===== src/rtl/debug_uart_tx.sv =====
// Debug UART transmitter: sends OP_OK (0x02), or OP_SIGNAL (0x01 + pc + signals) when DEBUG_TX_SIGNAL_EN is defined.
// Line goes low on the accepting edge; bytes are back to back; requests that arrive while busy are dropped.
module debug_uart_tx #(
    parameter int BAUD_DIV = 868
) (
    input  logic        clk,
    input  logic        rst_n,
    input  logic        send_ok,
    input  logic        send_signal,
    input  logic [31:0] pc,
    input  logic [15:0] signals,
    output logic        uart_tx,
    output logic        busy,
    output logic        done
);

    localparam int              CNT_W     = (BAUD_DIV > 1) ? $clog2(BAUD_DIV) : 1;
    localparam logic [CNT_W-1:0] CNT_MAX  = CNT_W'(BAUD_DIV - 1);
    localparam logic [7:0]      OP_OK     = 8'h02;

    typedef enum logic [1:0] {IDLE, START, DATA, STOP} state_t;

    state_t           state_q, state_d;
    logic [CNT_W-1:0] cyc_q, cyc_d;
    logic [2:0]       bit_q, bit_d;
    logic [2:0]       byte_q, byte_d;
    logic [31:0]      pc_q, pc_d;
    logic [15:0]      sig_q, sig_d;
    logic             is_sig_q, is_sig_d;
    logic             tx_q, tx_d;
    logic             busy_q, busy_d;
    logic             done_q, done_d;

    logic             req_sig;
    logic [31:0]      lat_pc;
    logic [15:0]      lat_sig;
    logic [2:0]       last_byte;
    logic [7:0]       cur_byte;

`ifdef DEBUG_TX_SIGNAL_EN
    assign req_sig   = send_signal;
    assign lat_pc    = pc;
    assign lat_sig   = signals;
    assign last_byte = is_sig_q ? 3'd6 : 3'd0;

    always_comb begin
        cur_byte = OP_OK;
        case (byte_q)
            3'd0:    cur_byte = is_sig_q ? 8'h01 : OP_OK;
            3'd1:    cur_byte = pc_q[7:0];
            3'd2:    cur_byte = pc_q[15:8];
            3'd3:    cur_byte = pc_q[23:16];
            3'd4:    cur_byte = pc_q[31:24];
            3'd5:    cur_byte = sig_q[7:0];
            3'd6:    cur_byte = sig_q[15:8];
            default: cur_byte = OP_OK;
        endcase
    end
`else
    // OP_SIGNAL inputs stay on the port list but feed nothing in this build.
    assign req_sig   = 1'b0;
    assign lat_pc    = '0;
    assign lat_sig   = '0;
    assign last_byte = 3'd0;
    assign cur_byte  = OP_OK;

    logic unused_inputs;
    assign unused_inputs = ^{send_signal, pc, signals, pc_q, sig_q, is_sig_q};
`endif

    always_comb begin
        state_d  = state_q;
        cyc_d    = cyc_q;
        bit_d    = bit_q;
        byte_d   = byte_q;
        pc_d     = pc_q;
        sig_d    = sig_q;
        is_sig_d = is_sig_q;
        tx_d     = tx_q;
        busy_d   = busy_q;
        done_d   = 1'b0;

        case (state_q)
            IDLE: begin
                tx_d   = 1'b1;
                busy_d = 1'b0;
                if (send_ok || req_sig) begin
                    // Start bit is driven from this very edge, so START lasts BAUD_DIV cycles.
                    state_d  = START;
                    tx_d     = 1'b0;
                    busy_d   = 1'b1;
                    cyc_d    = '0;
                    bit_d    = 3'd0;
                    byte_d   = 3'd0;
                    is_sig_d = req_sig;
                    pc_d     = lat_pc;
                    sig_d    = lat_sig;
                end
            end
            START: begin
                if (cyc_q == CNT_MAX) begin
                    cyc_d   = '0;
                    bit_d   = 3'd0;
                    state_d = DATA;
                    tx_d    = cur_byte[0];
                end else begin
                    cyc_d = cyc_q + CNT_W'(1);
                end
            end
            DATA: begin
                if (cyc_q == CNT_MAX) begin
                    cyc_d = '0;
                    if (bit_q == 3'd7) begin
                        bit_d   = 3'd0;
                        state_d = STOP;
                        tx_d    = 1'b1;
                    end else begin
                        bit_d = bit_q + 3'd1;
                        tx_d  = cur_byte[bit_q + 3'd1];
                    end
                end else begin
                    cyc_d = cyc_q + CNT_W'(1);
                end
            end
            STOP: begin
                if (cyc_q == CNT_MAX) begin
                    cyc_d = '0;
                    if (byte_q == last_byte) begin
                        byte_d  = 3'd0;
                        state_d = IDLE;
                        tx_d    = 1'b1;
                        busy_d  = 1'b0;
                        done_d  = 1'b1;
                    end else begin
                        byte_d  = byte_q + 3'd1;
                        state_d = START;
                        tx_d    = 1'b0;
                    end
                end else begin
                    cyc_d = cyc_q + CNT_W'(1);
                end
            end
            default: begin
                state_d = IDLE;
                tx_d    = 1'b1;
                busy_d  = 1'b0;
            end
        endcase
    end

    always_ff @(posedge clk or negedge rst_n) begin
        if (!rst_n) begin
            state_q  <= IDLE;
            cyc_q    <= '0;
            bit_q    <= 3'd0;
            byte_q   <= 3'd0;
            pc_q     <= '0;
            sig_q    <= '0;
            is_sig_q <= 1'b0;
            tx_q     <= 1'b1;
            busy_q   <= 1'b0;
            done_q   <= 1'b0;
        end else begin
            state_q  <= state_d;
            cyc_q    <= cyc_d;
            bit_q    <= bit_d;
            byte_q   <= byte_d;
            pc_q     <= pc_d;
            sig_q    <= sig_d;
            is_sig_q <= is_sig_d;
            tx_q     <= tx_d;
            busy_q   <= busy_d;
            done_q   <= done_d;
        end
    end

    assign uart_tx = tx_q;
    assign busy    = busy_q;
    assign done    = done_q;

endmodule


===== config.mk =====
export PLATFORM = sky130hd
export DESIGN_NAME = debug_uart_tx
export DESIGN_NICKNAME = d
export VERILOG_FILES = /design/src/rtl/debug_uart_tx.sv
export SDC_FILE = /design/constraint.sdc
export NUM_CORES = 1
export LEC_CHECK = 0
export CAP_MARGIN = 15
export CELL_PAD_IN_SITES_DETAIL_PLACEMENT = 1
export CELL_PAD_IN_SITES_GLOBAL_PLACEMENT = 2
export CORE_ASPECT_RATIO = 1.5
export CORE_MARGIN = 2
export CORE_UTILIZATION = 25
export CTS_BUF_LIST = sky130_fd_sc_hd__clkbuf_4
export CTS_CLUSTER_DIAMETER = 40
export DETAILED_ROUTE_END_ITERATION = 7
export PLACE_DENSITY = 0.85
export SLEW_MARGIN = 20
export SYNTH_ARGS = -nofsm -noshare
export SYNTH_HDL_FRONTEND = slang
export SYNTH_SLANG_ARGS = --single-unit

===== constraint.sdc =====
create_clock -name clk -period 2.25 [get_ports clk]
set_input_delay 0.45 -clock clk [delete_from_list [all_inputs] [get_ports clk]]
set_output_delay 0.45 -clock clk [all_outputs]
set_load 0.01 [all_outputs]

==> impl.org <==
#+TITLE: Implementation results

** Global routing
- Met3 layer usage reported by global route :: 1.458%
- The global route stage reports its total congestion overflow as 0.
- Looking at the global route congestion table, the highest-usage layer is met2.
- Global routing consumed, over all layers together, 10.59% of the routing resources.

** Floorplan
- Number of placed I/O pins :: 55
- From left edge to right edge, the die measures 63.28 um.

** Final layout
- Total of fill cells in the finished design :: 633
- The non-clock inverters instantiated in the layout total 10.
- By area, multi-input combinational cells come first.
- Of the cells placed in the final design, the portion with a size suffix greater than 1 is 14.48%.
- The register with the most flip-flops in the layout has 10 of them.

** Power
- Part of the power in the clock network :: 34.1%
- The power report lists the combinational group at 15.8 uW.
- Register share of total power :: 63.2%

** CTS
- According to the CTS report, the clock sink count is 21.
- The skew report gives the latency at the later pin of the worst-skew pair as 0.31 ns.
- Buffer count from post-CTS setup fixing :: 0
- Per the CTS log, the root buffer master is sky130_fd_sc_hd__clkbuf_4.

** Yosys
- Number of cell instances after yosys synthesis :: 133
- By area, the combinational part of the netlist is dominated by simple AND/OR/NAND/NOR gates.
- Average cell area after synthesis :: 9.906 um2
- For this run, the register share of the synthesized area comes to 39.98%.
- The cell area that synthesis handed to floorplanning was 1318 um2.
- The commonest cells after synthesis are sky130_fd_sc_hd__dfrtp_1 (20), sky130_fd_sc_hd__nand2_1 (12), sky130_fd_sc_hd__ha_1 (11).
- Summing the areas of all xor and xnor instances in the mapped netlist gives 4.653% of the synthesized area.

** Setup path
- Worst Setup SP :: state_q[0]$_DFFE_PN0P_
- Crit path depth :: 6
- For the worst flop-to-flop path, the logic depth is 6.
- STA reports a reg2reg setup slack of 0.29 ns.

** Run status
- The flow ran to the end, and the final reports show no timing, DRC or antenna violations.

** Drt
- After detailed routing, the total wire length is 2882 um.
- First-pass DRT Iterations :: 4
- The post-route report lists met1 wire length as 1269 um.
- After detailed routing, the number of remaining DRC violations is 0.
- The routed layout has 1010 vias.
- After detailed routing, the met3 layer carries 48 um of wire.

** Placed design
- Cell count after placement :: 209
- Once detailed placement completed, the half-perimeter wirelength came to 2211 um.

** Final timing
- Final setup slack of the worst path :: 0.2873 ns
Fig. 1: drive-strength map
The bar under the picture is 20 um long.
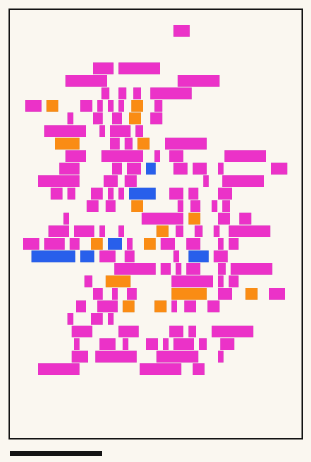
- x3 and x4: orange (cells 15; share 10%; most used buf_4)
- x1 and smaller: magenta (cells 124; share 86%; most used dfrtp_1)
- x2: blue (cells 6; share 4.1%)

Fig. 2: sequential cells colored by netlist name
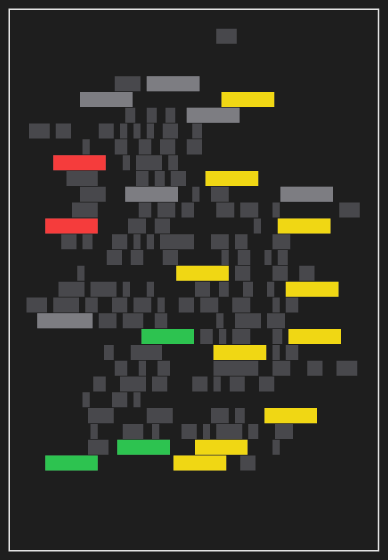
- state_q: red (sequential cells 2)
- cyc_q: yellow (sequential cells 10)
- bit_q: green (sequential cells 3)
- not colored: 6

Fig. 3: selected gate families
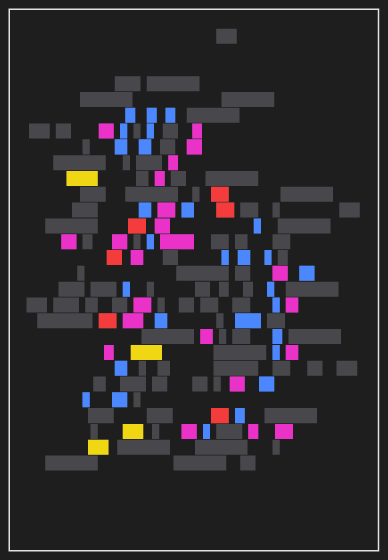
- aoi and oai cells: magenta (cells 22)
- mux cells: yellow (cells 4)
- nand cells: blue (cells 28)
- non-inverting ao/oa cells: red (cells 6; where center)

Fig. 4: the clock network
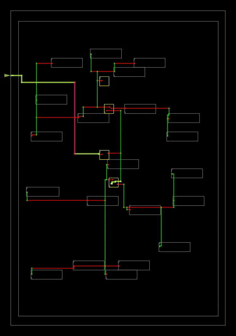
clock buffer count in the final layout: 4
number of CTS-inserted buffers: 3

No activity file was given, so power comes from the tool's default toggle rates.
